===== src/rtl/idecoder_pkg.sv =====
// ============================================================================
// Module : idecoder_pkg
// Brief  : Shared JCOND codes, control-field offsets and decoder state type.
// Rev    : 1.0 - initial release
// ============================================================================
`default_nettype none

package idecoder_pkg;

  localparam logic [2:0] c_JNONE   = 3'd0;
  localparam logic [2:0] c_JZ      = 3'd1;
  localparam logic [2:0] c_JNZ     = 3'd2;
  localparam logic [2:0] c_JN      = 3'd3;
  localparam logic [2:0] c_JNN     = 3'd4;
  localparam logic [2:0] c_JC      = 3'd5;
  localparam logic [2:0] c_JNC     = 3'd6;
  localparam logic [2:0] c_JALWAYS = 3'd7;

  // Offsets of the control fields relative to the control base bit.
  localparam int c_OFS_WRDTA = 0;
  localparam int c_OFS_WRGPR = 1;
  localparam int c_OFS_WRSFR = 2;
  localparam int c_OFS_WRMLR = 3;
  localparam int c_OFS_SGPRI = 4;
  localparam int c_OFS_SAOUT = 6;
  localparam int c_OFS_UAZRO = 9;
  localparam int c_OFS_UIMMB = 10;
  localparam int c_OFS_JCOND = 11;
  localparam int c_OFS_HALT  = 14;
  localparam int c_CTL_BITS  = 15;

  typedef enum logic [0:0] {
    RUN    = 1'b0,
    HALTED = 1'b1
  } decState_t;

  function automatic int ctlBase(input int immw, input int rw);
    return immw + 2 * rw;
  endfunction

  function automatic int fieldPos(input int immw, input int rw, input int ofs);
    return ctlBase(immw, rw) + ofs;
  endfunction

endpackage

`default_nettype wire


===== src/rtl/idecoder_pipe_jcond_eval.sv =====
// ============================================================================
// Module : jcond_eval
// Brief  : Combinational jump-condition check of JCOND against {C, N, Z}.
// Rev    : 1.0 - initial release
// ============================================================================
`default_nettype none

module jcond_eval
  import idecoder_pkg::*;
(
  input  logic [2:0] iJCOND,
  input  logic [2:0] iFLAGS,
  output logic       oTAKEN
);

  logic w_carry;
  logic w_neg;
  logic w_zero;

  assign {w_carry, w_neg, w_zero} = iFLAGS;

  always_comb begin
    oTAKEN = 1'b0;
    case (iJCOND)
      c_JNONE:   oTAKEN = 1'b0;
      c_JZ:      oTAKEN = w_zero;
      c_JNZ:     oTAKEN = ~w_zero;
      c_JN:      oTAKEN = w_neg;
      c_JNN:     oTAKEN = ~w_neg;
      c_JC:      oTAKEN = w_carry;
      c_JNC:     oTAKEN = ~w_carry;
      c_JALWAYS: oTAKEN = 1'b1;
      default:   oTAKEN = 1'b0;
    endcase
  end

endmodule

`default_nettype wire


===== src/rtl/idecoder_pipe.sv =====
// ============================================================================
// Module : idecoder_pipe
// Brief  : Registered instruction decoder with valid/ready stages, conditional
//          jump resolution, branch-shadow squash and HALT/resume.
// Rev    : 1.0 - initial release
// ============================================================================
`default_nettype none

module idecoder_pipe
  import idecoder_pkg::*;
#(
  parameter int IW     = 32,
  parameter int RW     = 4,
  parameter int IMMW   = 8,
  parameter int SHADOW = 1
) (
  input  logic            iCLK,
  input  logic            iRST,
  input  logic [IW-1:0]   iINST,
  input  logic            iIVLD,
  output logic            oIRDY,
  input  logic [2:0]      iFLAGS,
  input  logic            iRESUME,
  output logic            oDVLD,
  input  logic            iDRDY,
  output logic            oWRDTA,
  output logic            oWRGPR,
  output logic            oWRSFR,
  output logic            oWRMLR,
  output logic            oUAZRO,
  output logic            oUIMMB,
  output logic [1:0]      oSGPRI,
  output logic [2:0]      oSAOUT,
  output logic [RW-1:0]   oSREGA,
  output logic [RW-1:0]   oSREGB,
  output logic [RW-1:0]   oSSFRR,
  output logic [IMMW-1:0] oIMMBV,
  output logic            oPCJEN,
  output logic            oHALTD
);

  localparam int         c_CB       = ctlBase(IMMW, RW);
  localparam logic [2:0] c_SHADOW   = 3'(SHADOW);
  localparam logic [2:0] c_SHADOWM1 = 3'(SHADOW - 1);
  localparam logic       c_SQUASHEN = (SHADOW != 0);

  decState_t       r_state;
  logic            r_dvld;
  logic            r_wrdta, r_wrgpr, r_wrsfr, r_wrmlr, r_uazro, r_uimmb;
  logic [1:0]      r_sgpri;
  logic [2:0]      r_saout;
  logic [RW-1:0]   r_srega, r_sregb;
  logic [IMMW-1:0] r_imm;
  logic [2:0]      r_jcond;
  logic            r_halt;
  logic [2:0]      r_squash;

  logic w_irdy, w_accept, w_handoff, w_taken, w_jump, w_squashNow, w_load;

  jcond_eval u_jcondEval (
    .iJCOND (r_jcond),
    .iFLAGS (iFLAGS),
    .oTAKEN (w_taken)
  );

  assign w_irdy    = (r_state == RUN) & (~r_dvld | iDRDY);
  assign w_accept  = iIVLD & w_irdy;
  // A reset cycle never counts as a handoff, so no jump can escape from it.
  assign w_handoff = r_dvld & iDRDY & ~iRST;
  assign w_jump    = w_handoff & w_taken;

  // The instruction accepted alongside a taken jump is the first shadow slot.
  assign w_squashNow = w_accept & (w_jump ? c_SQUASHEN : (r_squash != 3'd0));
  assign w_load      = w_accept & ~w_squashNow;

  always_ff @(posedge iCLK) begin
    if (iRST) begin
      r_state  <= RUN;
      r_dvld   <= 1'b0;
      r_wrdta  <= 1'b0;
      r_wrgpr  <= 1'b0;
      r_wrsfr  <= 1'b0;
      r_wrmlr  <= 1'b0;
      r_uazro  <= 1'b0;
      r_uimmb  <= 1'b0;
      r_sgpri  <= '0;
      r_saout  <= '0;
      r_srega  <= '0;
      r_sregb  <= '0;
      r_imm    <= '0;
      r_jcond  <= '0;
      r_halt   <= 1'b0;
      r_squash <= '0;
    end else begin
      if (w_load) begin
        r_imm   <= iINST[IMMW-1:0];
        r_sregb <= iINST[IMMW +: RW];
        r_srega <= iINST[IMMW+RW +: RW];
        r_wrdta <= iINST[c_CB + c_OFS_WRDTA];
        r_wrgpr <= iINST[c_CB + c_OFS_WRGPR];
        r_wrsfr <= iINST[c_CB + c_OFS_WRSFR];
        r_wrmlr <= iINST[c_CB + c_OFS_WRMLR];
        r_sgpri <= iINST[c_CB + c_OFS_SGPRI +: 2];
        r_saout <= iINST[c_CB + c_OFS_SAOUT +: 3];
        r_uazro <= iINST[c_CB + c_OFS_UAZRO];
        r_uimmb <= iINST[c_CB + c_OFS_UIMMB];
        r_jcond <= iINST[c_CB + c_OFS_JCOND +: 3];
        r_halt  <= iINST[c_CB + c_OFS_HALT];
      end

      if (w_load) begin
        r_dvld <= 1'b1;
      end else if (w_handoff) begin
        r_dvld <= 1'b0;
      end

      if (w_jump) begin
        r_squash <= !c_SQUASHEN ? 3'd0 : (w_accept ? c_SHADOWM1 : c_SHADOW);
      end else if (w_squashNow) begin
        r_squash <= r_squash - 3'd1;
      end

      case (r_state)
        RUN:     if (w_handoff && r_halt) r_state <= HALTED;
        HALTED:  if (iRESUME) r_state <= RUN;
        default: r_state <= RUN;
      endcase
    end
  end

  generate
    if (IW > c_CB + c_CTL_BITS) begin : g_unusedHi
      logic w_unusedHi;
      assign w_unusedHi = ^iINST[IW-1:c_CB + c_CTL_BITS];
    end
  endgenerate

  assign oIRDY  = w_irdy;
  assign oDVLD  = r_dvld;
  assign oPCJEN = w_jump;
  assign oHALTD = (r_state == HALTED);
  assign oWRDTA = r_wrdta;
  assign oWRGPR = r_wrgpr;
  assign oWRSFR = r_wrsfr;
  assign oWRMLR = r_wrmlr;
  assign oUAZRO = r_uazro;
  assign oUIMMB = r_uimmb;
  assign oSGPRI = r_sgpri;
  assign oSAOUT = r_saout;
  assign oSREGA = r_srega;
  assign oSREGB = r_sregb;
  assign oSSFRR = r_sregb;
  assign oIMMBV = r_imm;

endmodule

`default_nettype wire


===== config.mk =====
export PLATFORM = sky130hd
export DESIGN_NAME = idecoder_pipe
export DESIGN_NICKNAME = d
export VERILOG_FILES = /design/src/rtl/idecoder_pkg.sv /design/src/rtl/idecoder_pipe_jcond_eval.sv /design/src/rtl/idecoder_pipe.sv
export SDC_FILE = /design/constraint.sdc
export NUM_CORES = 1
export LEC_CHECK = 0
export CAP_MARGIN = 20
export CORE_MARGIN = 10
export CORE_UTILIZATION = 45
export CTS_BUF_LIST = sky130_fd_sc_hd__clkbuf_16
export DETAILED_ROUTE_END_ITERATION = 8
export GPL_ROUTABILITY_DRIVEN = 0
export HOLD_SLACK_MARGIN = 0.02
export MAX_ROUTING_LAYER = met4
export PLACE_DENSITY = 0.86
export SLEW_MARGIN = 20
export SYNTH_ARGS = -nofsm -noshare
export SYNTH_HDL_FRONTEND = slang
export SYNTH_SLANG_ARGS = --single-unit

===== constraint.sdc =====
create_clock -name iCLK -period 2.5 [get_ports iCLK]
set_input_delay 0.625 -clock iCLK [delete_from_list [all_inputs] [get_ports iCLK]]
set_output_delay 0.625 -clock iCLK [all_outputs]
set_load 0.005 [all_outputs]

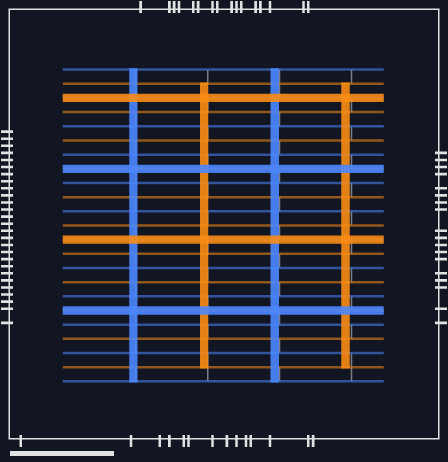
Figure 1: run 1, PDN straps and rails.
Bar = 20 um. Pins as bars on the die edge. Tap cells in grey.
Key: blue = VSS; orange = VDD
4 straps on met4. 23 met1 rails follow the rows. 48 tap cells.

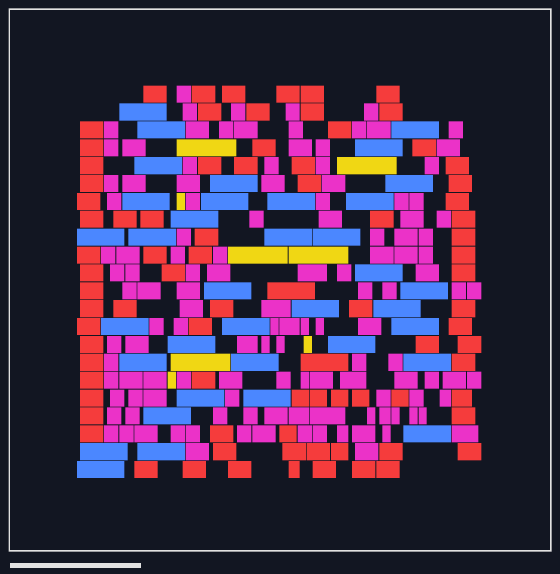
Figure 2: run 1, placement by cell class.
Bar = 20 um.
Key: red = other buffers and delay cells [cells 82]; magenta = combinational and other logic [cells 125]; yellow = clock drivers and dummy loads [cells 8]; blue = flops [cells 36]

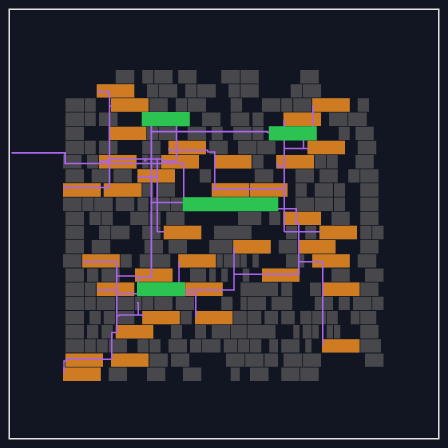
Figure 3: run 1, clock wires, drivers and flops.
Key: green = clock drivers [count 5]; purple = clock wires [length 408 um]; orange = flip-flops [count 36]
There are 6 routed clock nets.

## run 1: cells by family (layout without fill, tap and decap cells)
| family | count (synthesis) | after routing | synth area share, % |
|---|---|---|---|
| flip-flops | 36 | 36 | 41.4 |
| adder cells (fa/ha/maj) | 2 | 2 | 1.44 |
| AND-OR/OR-AND | 8 | 8 | 4.32 |
| buffers and inverters | 21 | 96 | 7.12 |
| multiplexers | 33 | 33 | 19.1 |
| AND/OR/NAND/NOR | 76 | 76 | 26.6 |
## run 1: layer usage
| layer | up-vias | wire (um) | share of wire [%] |
|---|---|---|---|
| li1 | 724 | - | - |
| met1 | 623 | 1740 | 44 |
| met2 | 49 | 1820 | 46 |
| met3 | 4 | 392 | 9.8 |
| met4 | 0 | 29 | 0.73 |
| met5 | - | 0 | 0 |
## run 1: power by group through the flow
stage / sequential, mW / combinational (mW) / clock [mW]
6_report: 0.840 / 1.00 / 0.562
5_1_grt: 0.863 / 1.09 / 0.604
4_1_cts: 0.842 / 1.02 / 0.581
3_5_place_dp: 0.851 / 1.01 / 0
3_3_place_gp: 0.844 / 0.996 / 0
2_1_floorplan: 0.851 / 0.552 / 0
## run 1: cell type report
| class | count | share of cell area [%] |
|---|---|---|
| clock buffer | 5 | 4.71 |
| clock inverter | 3 | 0.424 |
| inverter | 6 | 0.847 |
| multi-input combinational | 119 | 33.9 |
| sequential | 36 | 27.1 |
| tap | 48 | 2.26 |
| timing repair buffer | 82 | 30.7 |
## run 1: worst paths after layout
kind / to / slack, ns / cells after the start
setup reg to reg: oDVLD / 0.68 / 6
hold / removal: oSREGA[0] / 0.47 / 2
hold reg to reg: oSREGA[0] / 0.47 / 2
setup / recovery: oPCJEN / 0.06 / 5
==> reports/metrics.yaml, run 1 <==
status: "complete, no violations"
met3_usage_pct: 6.26
die_h_um: 82.2
post-place-ws_ns: -0.406
cellPowerDensity_nw_per_um2: 904
clock_path_buffers: 2
skew_ns: 0.00250
period_needed_ns: 2.44
yosysMostFrequentCell: "nand2b_1"
fp-utilization_pct: 47.2
syn-cell-area_um2: 1740
grtUsageMet1_pct: 13.6
synth_area_per_cell_um2: 9.88
worstPathCellList: "clkdlybuf4s50_1, mux2i_1, a2111o_1, nor2_2, buf_2"
numPortBuffers: 73
drcViolationCount: 0
clk_latency_ns: 0.27
dieArea_um2: 6750
synth-seq-area-share_pct: 41.4
p_clk_share_pct: 23.4
setup_slack_ns: 0.0603
hold_viol: 0
yosys-top-cells-area: "dfxtp_1, nand2b_1, mux2i_1, buf_6, buf_4"
setup_violations: 0
tightest_slew_ns: 0.442
fin_setup_tns_ns: 0
worst-endpoint-required_ns: 1.88
synth.top_cells.by_count: "nand2b_1, dfxtp_1, mux2i_1"
cpLargestDelayFamily: "buffers and inverters"
vias: 1400
Figure 4. Wiring by layer (run 1).
Bar = 20 um. Only two layers are drawn.
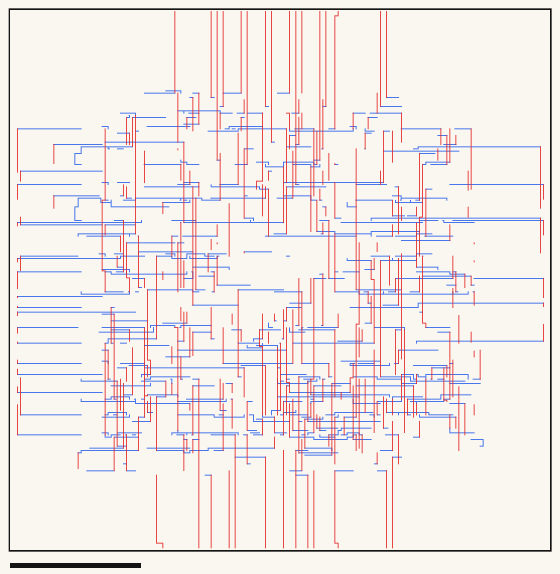

==> run 2, diff against run 1 <==
--- a/config.mk
+++ b/config.mk
@@ -10,10 +10,9 @@
 export CORE_UTILIZATION = 45
 export CTS_BUF_LIST = sky130_fd_sc_hd__clkbuf_16
 export DETAILED_ROUTE_END_ITERATION = 8
-export GPL_ROUTABILITY_DRIVEN = 0
-export HOLD_SLACK_MARGIN = 0.02
+export GPL_ROUTABILITY_DRIVEN = 1
 export MAX_ROUTING_LAYER = met4
-export PLACE_DENSITY = 0.86
+export PLACE_DENSITY = 0.85
 export SLEW_MARGIN = 20
 export SYNTH_ARGS = -nofsm -noshare
 export SYNTH_HDL_FRONTEND = slang
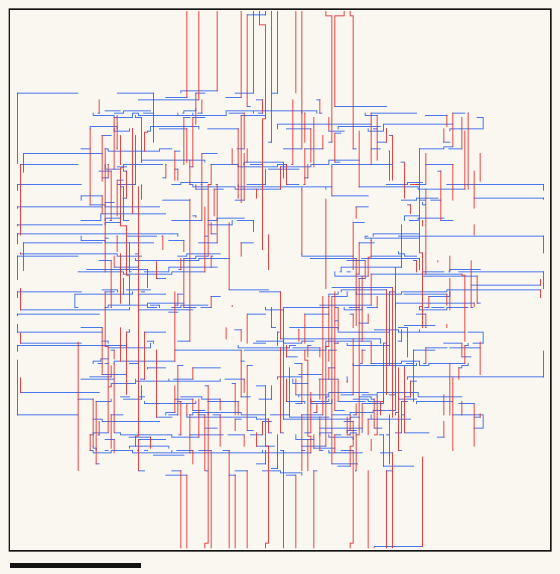
Figure 5: run 2, wiring by layer.
Bar = 20 um. Only two layers are drawn.
Key: red = metal 2 [wire length 2000 um]; blue = metal 1 [wire length 1860 um]

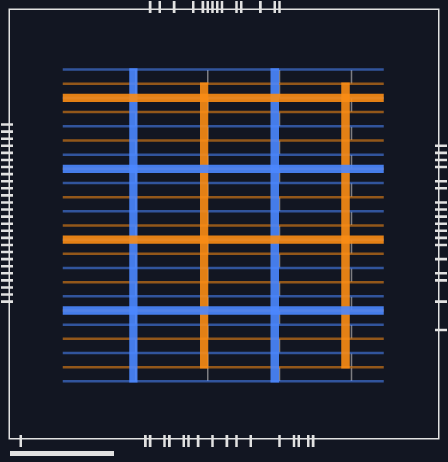
Figure 6: run 2, PDN straps and rails.
Bar = 20 um. Pins as bars on the die edge. Tap cells in grey.
Key: orange = VDD; blue = VSS
The core has 22 rows. 4 straps on met4. 48 tap cells. 75 signal pins sit on the boundary. 4 straps on met5.

==> reports/metrics.yaml, run 2 <==
status: "complete, no violations"  # unchanged
numPortBuffers: 73  # unchanged
syn-cell-area_um2: 1740  # unchanged
synth_top_area_share_pct: 41.4  # unchanged
die_h_um: 82.2  # unchanged
startpoint_type: "input pin"  # unchanged
period_needed_ns: 2.44  # about the same
setup_violations: 0  # unchanged
dieArea_um2: 6750  # unchanged
synth.net_count: 218  # unchanged
tightest_slew_ns: 0.454  # was 0.442 ns
cp_data_arrival_time_ns: 1.82  # was 1.81 ns
layout.nets: 293  # was 292
cellPowerDensity_nw_per_um2: 906  # was 904 nW/um^2
holdCritPathClass: "reg2reg"  # unchanged
worst_hold_path.endpoint: "oSREGA[3]"  # was oSREGA[0]
synth.top_cells.by_count: "nand2b_1, dfxtp_1, mux2i_1"  # unchanged
worst-endpoint-required_ns: 1.88  # about the same
drcViolationCount: 0  # unchanged
ys_cells: 176  # unchanged
post-place-ws_ns: -0.412  # was -0.406 ns
synth-seq-area-share_pct: 41.4  # unchanged
skew_ns: 0.00382  # was 0.00250 ns
r2r_cells: 6  # unchanged
design_power_total_mw: 2.43  # was 2.40 mW
fin_setup_tns_ns: 0  # unchanged
yosysMostFrequentCell: "nand2b_1"  # unchanged
worstPathCellList: "clkdlybuf4s50_1, nor4bb_1, a2111o_1, nor2_2, buf_2"  # was clkdlybuf4s50_1, mux2i_1, a2111o_1, nor2_2, buf_2
setup_slack_ns: 0.0561  # was 0.0603 ns
dp.cells: 291  # was 290
clock_path_buffers: 2  # unchanged
hold_viol: 0  # unchanged
clk_pin_slew_worst_paths_ns: 0.05  # about the same
yosys-top-cells-area: "dfxtp_1, nand2b_1, mux2i_1, buf_6, buf_4"  # unchanged
fp-utilization_pct: 47.2  # unchanged
num_io_pins: 75  # unchanged
regToRegSetupSlack_ns: 0.61  # was 0.68 ns
hold_path_depth: 2  # unchanged
clk_latency_ns: 0.27  # about the same
cts-root-buf: "clkbuf_16"  # unchanged
[run 2: cell counts after synthesis]
Identical to the previous run, type by type.
[run 2: repair_timing]
action,CTS,global route
pin swaps,2,2
hold buffers,0,0
setup buffers,0,1
setup endpoints to repair,1,2
gates resized,6,2
[run 2: report_power, final]
| part | internal (mW) | total (mW) | switching (mW) |
|---|---|---|---|
| Sequential | 0.742 | 0.841 | 0.0992 |
| Clock | 0.361 | 0.581 | 0.219 |
| Combinational | 0.617 | 1.00 | 0.386 |
| Total | 1.72 | 2.43 | 0.705 |
[run 2: cell families (layout without fill, tap and decap cells)]
group                    Yosys count  after routing  synth area share, %
AND/OR/NAND/NOR                   76             76                 26.6
flip-flops                        36             36                 41.4
multiplexers                      33             33                 19.1
buffers and inverters             21             97                 7.12
AND-OR/OR-AND                      8              8                 4.32
adder cells (fa/ha/maj)            2              2                 1.44
[run 2: worst max path at each step]
stage               cells past startpoint     end
global route                            5  oPCJEN
CTS                                     5  oPCJEN
floorplan                               3  oPCJEN
detailed placement                      5  oPCJEN
global placement                        5  oPCJEN
finish                                  5  oPCJEN
[run 2: area by class of cell]
class,count,area [um^2],area share [%]
flip-flops and latches,36,721,26.9
inverters,6,22.5,0.842
well taps,48,60.1,2.24
repair buffers,83,831,31.0
clock inverters,3,15.0,0.561
clock buffers,5,125,4.68
multi-input cells,119,902,33.7
[run 2: worst max-delay path: cells and delay by family]
| kind | cells | cell delay (ns) |
|---|---|---|
| buf+inv | 2 | 0.60 |
| compound gates | 1 | 0.39 |
| simple gates | 2 | 0.20 |
[run 2: layer usage]
layer  vias up  track usage (%)  wire (um)
li1        726                -          -
met1       628             15.1       1860
met2        50             20.8       2000
met3         4             6.59        373
met4         0             3.57         27
met5         -                -          0
Power is estimated from default activity; no workload was simulated.
